## config.mk

```make
export PLATFORM = sky130hd
export DESIGN_NAME = johnson_seq_ctrl
export DESIGN_NICKNAME = d
export VERILOG_FILES = /design/src/rtl/johnson_pkg.sv /design/src/rtl/johnson_step_core.sv /design/src/rtl/johnson_seq_ctrl.sv
export SDC_FILE = /design/constraint.sdc
export NUM_CORES = 1
export LEC_CHECK = 0
export ABC_AREA = 0
export ABC_CLOCK_PERIOD_IN_PS = 3900
export CAP_MARGIN = 20
export CORE_ASPECT_RATIO = 0.9
export CORE_MARGIN = 3
export CORE_UTILIZATION = 58
export CTS_CLUSTER_SIZE = 8
export DETAILED_ROUTE_END_ITERATION = 6
export GPL_ROUTABILITY_DRIVEN = 0
export GPL_TIMING_DRIVEN = 0
export PLACE_DENSITY = 0.85
export SLEW_MARGIN = 30
export SYNTH_ARGS = -nofsm -noshare
export SYNTH_HDL_FRONTEND = slang
export SYNTH_SLANG_ARGS = --single-unit
```

## constraint.sdc

```tcl
create_clock -name clk -period 3.9 [get_ports clk]
set_input_delay 0.585 -clock clk [delete_from_list [all_inputs] [get_ports clk]]
set_output_delay 0.585 -clock clk [all_outputs]
set_load 0.02 [all_outputs]
```

## src/rtl/johnson_pkg.sv

```systemverilog
// Shared types and helpers for the Johnson sequence controller.
// Holds the FSM encoding, default sizes and the legal-code check.
package johnson_pkg;

  localparam int WIDTH_DEF = 4;
  localparam int CNT_W_DEF = 8;
  localparam int MAX_W     = 32;

  typedef enum logic [1:0] {
    IDLE,
    RUN,
    PAUSE,
    DONE
  } state_t;

  // A Johnson code has at most one 0/1 boundary between adjacent bits.
  function automatic logic is_legal(
    input logic [MAX_W-1:0] code,
    input int               w
  );
    int trans;
    trans = 0;
    for (int i = 0; i < MAX_W - 1; i++) begin
      if (i < w - 1 && code[i] != code[i+1]) begin
        trans++;
      end
    end
    return trans <= 1;
  endfunction

endpackage

```

## src/rtl/johnson_step_core.sv

```systemverilog
// Johnson register with direction select and synchronous clear.
// Clear wins over advance; q resets asynchronously to zero.
module johnson_step_core
  import johnson_pkg::*;
#(
  parameter int WIDTH = WIDTH_DEF
) (
  input  logic             clk,
  input  logic             rst,
  input  logic             adv,
  input  logic             dir,
  input  logic             clr,
  output logic [WIDTH-1:0] q
);

  always_ff @(posedge clk or negedge rst) begin
    if (!rst) begin
      q <= '0;
    end else if (clr) begin
      q <= '0;
    end else if (adv) begin
      if (dir) begin
        q <= {~q[0], q[WIDTH-1:1]};
      end else begin
        q <= {q[WIDTH-2:0], ~q[WIDTH-1]};
      end
    end
  end

endmodule

```

## src/rtl/johnson_seq_ctrl.sv

```systemverilog
// Sequencer around a Johnson counter: one-shot/continuous runs,
// hold/stop control and illegal-code recovery.
module johnson_seq_ctrl
  import johnson_pkg::*;
#(
  parameter int WIDTH = WIDTH_DEF,
  parameter int CNT_W = CNT_W_DEF
) (
  input  logic                         clk,
  input  logic                         rst,
  input  logic                         start,
  input  logic                         stop,
  input  logic                         hold,
  input  logic                         mode,
  input  logic                         dir,
  input  logic [CNT_W-1:0]             steps,
  output logic [WIDTH-1:0]             q,
  output logic [$clog2(2*WIDTH)-1:0]   phase,
  output logic                         busy,
  output logic                         done,
  output logic                         err
);

  localparam int PH_W = $clog2(2*WIDTH);

  state_t           state;
  logic [CNT_W-1:0] rem;
  logic [CNT_W-1:0] steps_l;
  logic             mode_l;
  logic             dir_l;
  logic             illegal;
  logic             adv;
  int unsigned      ones;

  assign illegal = !is_legal(MAX_W'(q), WIDTH);
  assign adv     = (state == RUN) && !illegal && !stop && !hold;
  assign busy    = (state != IDLE);

  johnson_step_core #(
    .WIDTH (WIDTH)
  ) u_core (
    .clk (clk),
    .rst (rst),
    .adv (adv),
    .dir (dir_l),
    .clr (illegal),
    .q   (q)
  );

  // Lower half of the cycle fills ones from the LSB, upper half drains them.
  always_comb begin
    ones = 0;
    for (int i = 0; i < WIDTH; i++) begin
      ones = ones + 32'(q[i]);
    end
    if (q[WIDTH-1]) begin
      phase = PH_W'(2*WIDTH - ones);
    end else begin
      phase = PH_W'(ones);
    end
  end

  always_ff @(posedge clk or negedge rst) begin
    if (!rst) begin
      state   <= IDLE;
      rem     <= '0;
      steps_l <= '0;
      mode_l  <= 1'b0;
      dir_l   <= 1'b0;
      done    <= 1'b0;
      err     <= 1'b0;
    end else begin
      done <= 1'b0;
      err  <= 1'b0;
      if (illegal) begin
        state <= IDLE;
        rem   <= '0;
        err   <= 1'b1;
      end else begin
        unique case (state)
          IDLE: begin
            if (start) begin
              steps_l <= steps;
              mode_l  <= mode;
              dir_l   <= dir;
              rem     <= steps;
              if (steps == '0) begin
                state <= DONE;
                done  <= 1'b1;
              end else begin
                state <= RUN;
              end
            end
          end
          RUN: begin
            if (stop) begin
              state <= IDLE;
            end else if (hold) begin
              state <= PAUSE;
            end else if (rem == CNT_W'(1)) begin
              done <= 1'b1;
              if (mode_l) begin
                rem <= steps_l;
              end else begin
                rem   <= '0;
                state <= DONE;
              end
            end else begin
              rem <= rem - CNT_W'(1);
            end
          end
          PAUSE: begin
            if (stop) begin
              state <= IDLE;
            end else if (!hold) begin
              state <= RUN;
            end
          end
          DONE: begin
            state <= IDLE;
          end
          default: begin
            state <= IDLE;
          end
        endcase
      end
    end
  end

endmodule

```

**Where the registers sit**

Other sequential cells in the stronger grey, the rest of the logic in the fainter grey.
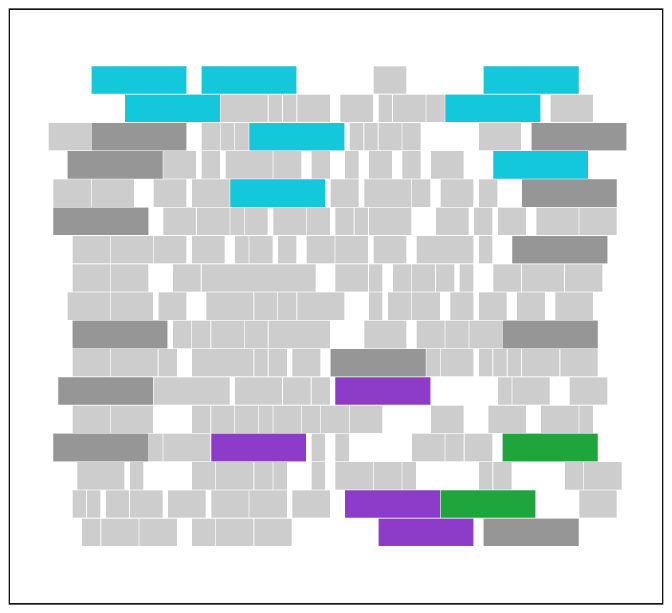
cyan -> rem  # sequential cells 8
green -> state  # sequential cells 2
purple -> u_core.q  # sequential cells 4, where bottom middle
register area: 651 um2
fraction of area in registers: 32.3%
Seq power: 0.000510 W

**Clock network drawn from the DEF**

The bar under the picture is 20 um long.
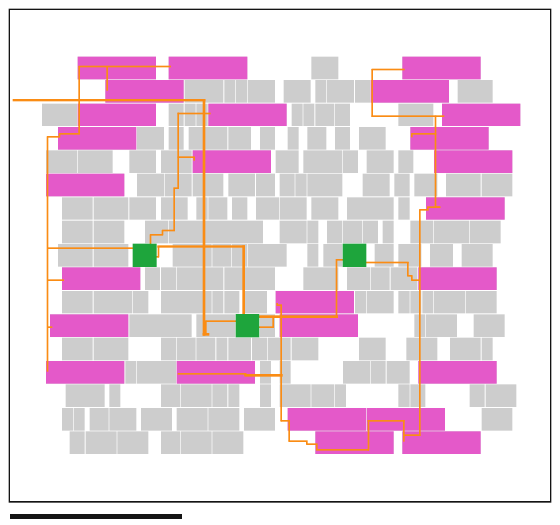
green -> clock drivers  # count 3
orange -> clock wires  # length 311 um
magenta -> flip-flops  # count 26
flops lie = all over the die
routed clock nets = 4
clk pwr: 0.000186 W
clock share of power: 10.6%
clk_skew: 0.0147 ns
clk latency late pin: 0.33 ns

==> results.py <==
# Synthesis and PnR figures
metrics = {
    "drt": {
        "ant_nets": 0,
        "routed.top_layer": "met4",
        "drt_iter0_markers": 102,
        "routed-wl-met3_um": 341,
    },
    "worst_setup_path": {
        "cpPeakStageDelay_ns": 0.62,
        "rr_startpoint": "u_core.q[1]",
        "path_depth": 8,
        "reg2reg_slack_ns": 1.61,
    },
    "layout": {
        "final-clk-cell-share_pct": 2.61,
        "nFillCells": 176,
        "ff_count": 26,
        "final_cell_area_um2": 2020,
        "largestClassByArea": "multi-input combinational cells",
        "comb_area_share_pct": 47.1,
        "mostFrequentLayoutCells": "dfrtp_1 (26), clkdlybuf4s50_1 (23), nor2_1 (11)",
        "insertedDiodeCount": 0,
    },
    "global_routing": {
        "antenna_found_initial": 0,
        "use_met3_pct": 6.69,
        "grt_pass1_wl_um": 6890,
        "grt_overflow": 0,
    },
    "timing": {
        "worstMarginPinSlew_ns": 0.724,
        "fin_setup_tns_ns": 0,
        "timing.final.crit_period_ns": 3.64,
        "timing.max_slew.rel_slack_pct": 51.3,
    },
    "logic_synthesis": {
        "flop_cell": "dfrtp_1",
        "logic_family": "AND-OR/OR-AND gates",
        "ys_async_sr_fraction_pct": 100,
        "area_leaders": "dfrtp_1 (39%), mux2_1 (6.7%), ha_1 (4.5%)",
        "yosys.area.top_type_share_pct": 38.7,
        "yosysChipArea_um2": 1680,
        "adder_share_pct": 5.66,
    },
    "clock_network": {
        "cts.clk_slew.worst_paths_ns": 0.15,
        "postCtsSetupBuffers": 0,
        "root_buffer": "clkbuf_4",
    },
    "status": {
        "status": "complete, no violations",
    },
    "pwr": {
        "p_int_w": 0.000957,
        "p_comb_share_pct": 60.5,
        "powerComb_w": 0.00107,
        "powerDensity_nw_per_um2": 874,
        "p_total_w": 0.00176,
    },
    "die": {
        "die_area_um2": 3580,
    },
    "run": {
        "cap_violations": 0,
    },
}
**I/O pins on the die edge**

Pins as bars across the die edge, other pins in grey.
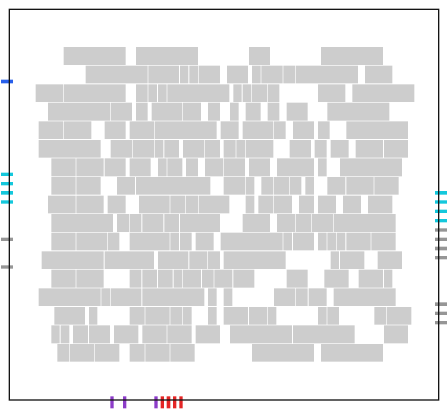
blue -> clk  # pins 1, direction input, edge left
purple -> phase  # pins 3, direction output, edge bottom
red -> q  # pins 4, direction output, edge bottom
cyan -> steps  # pins 8, direction input, edge 4 left, 4 right
die width: 62.7 um
Port-buffer cells: 24

Power figures rest on the tool's default switching activity, not on a simulated workload.
